==> config.mk <==
export PLATFORM = sky130hd
export DESIGN_NAME = oka_mul32_seq
export DESIGN_NICKNAME = d
export VERILOG_FILES = /design/src/rtl/oka_pkg.sv /design/src/rtl/oka_mul32_seq_oka16.sv /design/src/rtl/oka_mul32_seq.sv
export SDC_FILE = /design/constraint.sdc
export NUM_CORES = 1
export LEC_CHECK = 0
export CELL_PAD_IN_SITES_DETAIL_PLACEMENT = 1
export CELL_PAD_IN_SITES_GLOBAL_PLACEMENT = 2
export CORE_UTILIZATION = 29
export CTS_CLUSTER_SIZE = 28
export DETAILED_ROUTE_END_ITERATION = 10
export MAX_ROUTING_LAYER = met4
export PLACE_DENSITY = 0.67
export SLEW_MARGIN = 0
export SYNTH_ARGS = -nofsm -noshare
export SYNTH_HDL_FRONTEND = slang
export SYNTH_SLANG_ARGS = --single-unit
==> constraint.sdc <==
create_clock -name clk -period 4.05 [get_ports clk]
set_input_delay 0.6075 -clock clk [delete_from_list [all_inputs] [get_ports clk]]
set_output_delay 0.6075 -clock clk [all_outputs]
set_load 0.005 [all_outputs]
==> src/rtl/oka_pkg.sv <==
// Shared types, widths and a small carry-less helper for the sequential
// OKA multiplier and its 16-bit core.
package oka_pkg;

  localparam int OP_W   = 32;
  localparam int HALF_W = 16;
  localparam int PP_W   = 31;
  localparam int PROD_W = 63;

  typedef enum logic [2:0] {
    IDLE,
    Z0,
    Z2,
    Z1,
    DONE
  } state_t;

  // Schoolbook GF(2) product of two 8-bit polynomials; leaf of the 16-bit Karatsuba core.
  function automatic logic [14:0] clmul8(input logic [7:0] x, input logic [7:0] z);
    logic [14:0] r;
    r = '0;
    for (int i = 0; i < 8; i++) begin
      if (z[i]) r = r ^ ({7'b0, x} << i);
    end
    return r;
  endfunction

endpackage

==> src/rtl/oka_mul32_seq_oka16.sv <==
// Combinational 16x16 carry-less multiplier built as one Karatsuba level
// over three 8x8 schoolbook products.
module OKA_16bit_26
  import oka_pkg::*;
(
  input  logic [HALF_W-1:0] a,
  input  logic [HALF_W-1:0] b,
  output logic [PP_W-1:0]   y
);

  logic [14:0] p0, p1, p2, mid;

  assign p0  = clmul8(a[7:0], b[7:0]);
  assign p2  = clmul8(a[15:8], b[15:8]);
  assign p1  = clmul8(a[7:0] ^ a[15:8], b[7:0] ^ b[15:8]);
  // Middle Karatsuba term: cross products recovered from the folded product.
  assign mid = p1 ^ p0 ^ p2;

  assign y = {16'b0, p0} ^ ({16'b0, mid} << 8) ^ ({16'b0, p2} << 16);

endmodule

==> src/rtl/oka_mul32_seq.sv <==
// Sequential 32x32 GF(2)[x] multiplier: one shared 16-bit OKA core stepped
// through low, high and folded Karatsuba passes behind valid/ready handshakes.
module oka_mul32_seq
  import oka_pkg::*;
(
  input  logic              clk,
  input  logic              rst_n,
  input  logic              in_valid,
  output logic              in_ready,
  input  logic [OP_W-1:0]   a,
  input  logic [OP_W-1:0]   b,
  output logic              out_valid,
  input  logic              out_ready,
  output logic [PROD_W-1:0] y,
  output logic              busy
);

  state_t              state;
  logic [OP_W-1:0]     op_a, op_b;
  logic [PROD_W-1:0]   acc;
  logic [HALF_W-1:0]   core_a, core_b;
  logic [PP_W-1:0]     core_y;
  logic [PROD_W-1:0]   pp;

  // Core operands always come from the latched registers, selected by pass.
  always_comb begin
    core_a = op_a[HALF_W-1:0];
    core_b = op_b[HALF_W-1:0];
    case (state)
      Z2: begin
        core_a = op_a[OP_W-1:HALF_W];
        core_b = op_b[OP_W-1:HALF_W];
      end
      Z1: begin
        core_a = op_a[HALF_W-1:0] ^ op_a[OP_W-1:HALF_W];
        core_b = op_b[HALF_W-1:0] ^ op_b[OP_W-1:HALF_W];
      end
      default: ;
    endcase
  end

  OKA_16bit_26 u_core (
    .a (core_a),
    .b (core_b),
    .y (core_y)
  );

  assign pp       = {{(PROD_W - PP_W){1'b0}}, core_y};
  assign in_ready = (state == IDLE);
  assign busy     = (state != IDLE);

  always_ff @(posedge clk or negedge rst_n) begin
    if (!rst_n) begin
      state     <= IDLE;
      op_a      <= '0;
      op_b      <= '0;
      acc       <= '0;
      y         <= '0;
      out_valid <= 1'b0;
    end else begin
      case (state)
        IDLE: begin
          if (in_valid) begin
            op_a  <= a;
            op_b  <= b;
            state <= Z0;
          end
        end
        Z0: begin
          acc   <= pp ^ (pp << 16);
          state <= Z2;
        end
        Z2: begin
          acc   <= acc ^ (pp << 16) ^ (pp << 32);
          state <= Z1;
        end
        // Folded pass closes the sum; y is only written here, never from the core directly.
        Z1: begin
          y         <= acc ^ (pp << 16);
          out_valid <= 1'b1;
          state     <= DONE;
        end
        DONE: begin
          if (out_ready) begin
            out_valid <= 1'b0;
            state     <= IDLE;
          end
        end
        default: state <= IDLE;
      endcase
    end
  end

endmodule

==> images/layers.png <==
Scale: 2 px per micron.
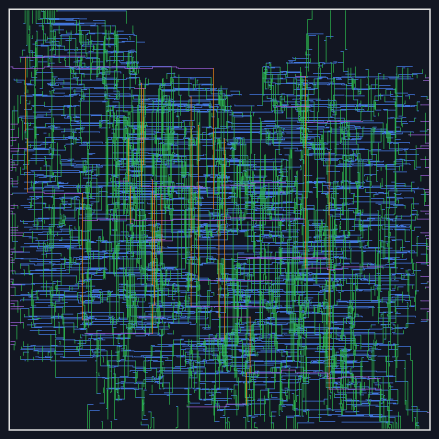
layer	color	wire length
M1	blue	19200 microns
M3	purple	1070 microns
M2	green	18300 microns
M4	orange	1060 microns
Wirelength per Cell: 19.3 microns
Global Route Usage Sum: 19.5%
vias: 10267
Routed WL: 39600 microns

==> images/gates.png <==
Scale: 1.5 px per micron.
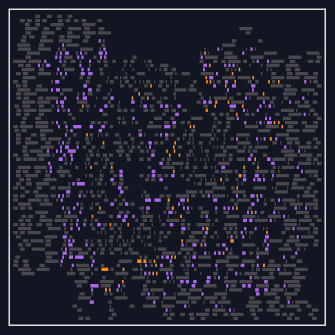
family	color	cells
aoi and oai cells	purple	295
nor cells	orange	78

==> images/clock_nets.png <==
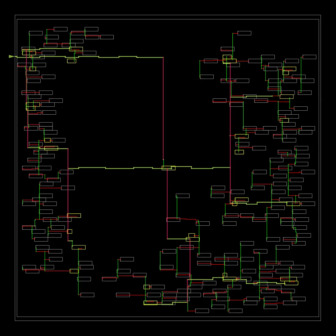
skew final: 0.0157 ns
clock tree buffer count of the final layout: 17
clk latency late pin: 0.50 ns
total CTS buffers: 17

==> images/floorplan.png <==
Scale: 2 px per micron. Pins as bars on the die edge.
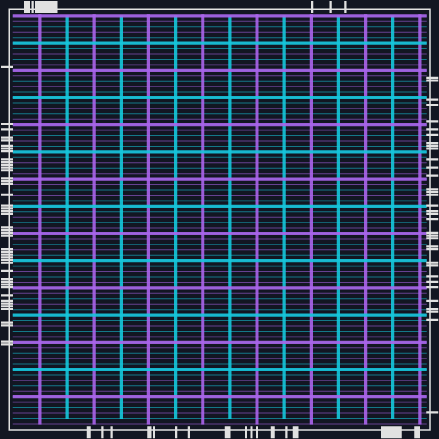
net	color
VDD	cyan
VSS	purple
rows	75
signal pins	134
met5 straps	15
met4 straps	15
met1 rails	76

==> images/clock_wires.png <==
Scale: 1.5 px per micron.
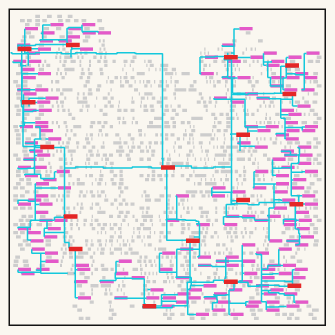
[clock wires] cyan | length: 2910 microns
[clock-net drivers] red | count: 17
[flip-flops] magenta | count: 194
flops lie	spread over the die
routed clock nets	18

==> impl_metrics.csv <==
group,metric,value,unit
timing,finalMaxSlewViolations,0,
cts,cts_root_buf,"clkbuf_16",
finish,clk_share,4.06,%
status,status,"finished clean",
placement,port-buffer-count,133,
synth,yosys.area_share.adder,0,%
synth,synthAoiAreaFrac,19.3,%
placement,place.gp.congestion,0.848,
finish,buf_share,14.1,%
synth,logic_family,"AND-OR/OR-AND gates",
synth,fp_nets,1391,
synth,top_area_cell,"dfrtp_1",
cts,postCtsSetupRepairBufs,5,
finish,final_cells,2055,
timing,finalWorstSetupSlack,0.249,ns
placement,place_hpwl,30400,microns
grt,use_met1,25.2,%
finish,seq_share,31.1,%
finish,inverters,12,
finish,fill_cells,4843,
critical_path,cp.arrival,4.21,ns
synth,yosys-top-cells-count,"nand2_1 (227), dfrtp_1 (194), xnor2_1 (134), o21ai_0 (100), mux2_2 (97)",
critical_path,path_cells,"nor2b_4, buf_4, buf_12, a21oi_1, a21o_1, xnor2_1, o211ai_1, a211o_1, o211a_1, or4_4, and2_4, o211a_1, a211oi_2",
critical_path,rrSetupSlack,0.25,ns
grt,grt-busiest-layer,"met2",
synth,ys_sh_simple,12.8,%
critical_path,cp_max_fo,17,
synth,top_area_share,38.8,%
synth,syn_inst,1323,
finish,layout.area.comb,0.00722,sq mm
synth,mux_share,8.97,%
grt,grt_first_pass_wirelength,63300,microns
timing,fin_crit_sh,93.8,%
cts,clock_path_buffers,2,
critical_path,crit_required,4.46,ns
finish,final_cell_mix,"nand2_1 (226), dfrtp_1 (193), xnor2_1 (134)",
finish,syn_to_final_growth,25.0,%
route,met1_length,19200,microns
timing,hold-worst-slack,0.170,ns
finish,diodes,0,
critical_path,critPathBufInv,2,
grt,grt_use_met2,30.4,%
run,warnings,26,
critical_path,cp_slowest_cell,"xnor2_1",
floorplan,coreArea,0.0422,sq mm
timing,tns,0,ns
critical_path,timing.rr.end,"acc[16]",
route,drt_iter0_markers,470,
cts,cts_tree,"yes",
critical_path,setup.worst_path.end_class,"register",
finish,logic_gate_count,1038,
synth,ys_top_cells_by_area,"dfrtp_1 (39%), xnor2_1 (9.4%), mux2_2 (8.7%), nand2_1 (6.8%), o21ai_0 (4.0%)",
finish,nNetsFinal,1571,
synth,synthArstFlopShare,100,%
timing,setup_viol,0,
synth,ys_ff,194,
route,dr.pass1.iters,4,
synth,edf_count,0,
critical_path,slowest_delay,0.54,ns
timing,rsz0062_at_grt,"no",
floorplan,io_pins,134,
placement,placed_area,0.0149,sq mm
worst_hold_path,hp-class,"in -> async",
critical_path,crit_cells,13,
floorplan,nWellTaps,539,
run,drv_cap,0,
grt,grt_max_degree,89,
route,drcViolationCount,0,
finish,reg_top3,"acc: 63 flops, y: 63 flops",
floorplan,fp_util,29.6,%
synth,avgSynthCellArea,9.45,sq um
synth,yosysMostFrequentCell,"nand2_1",
synth,yosysWarnings,0,
floorplan,chipArea,0.0440,sq mm
synth,synth_cell_types,56,
timing,fmax,263,MHz
synth,ys_area,0.0125,sq mm
placement,dp_cells,2018,
synth,synth_seq_share,38.8,%
finish,ff_count,194,
cts,clk_pin_slew,0.08,ns
critical_path,startpoint_type,"register",
floorplan,fp.dieW,210,microns
timing,finalCriticalPeriod,3.80,ns
synth,ys_cells,1323,
grt,grt_pass1_vias,10737,
finish,fin_util,37.0,%
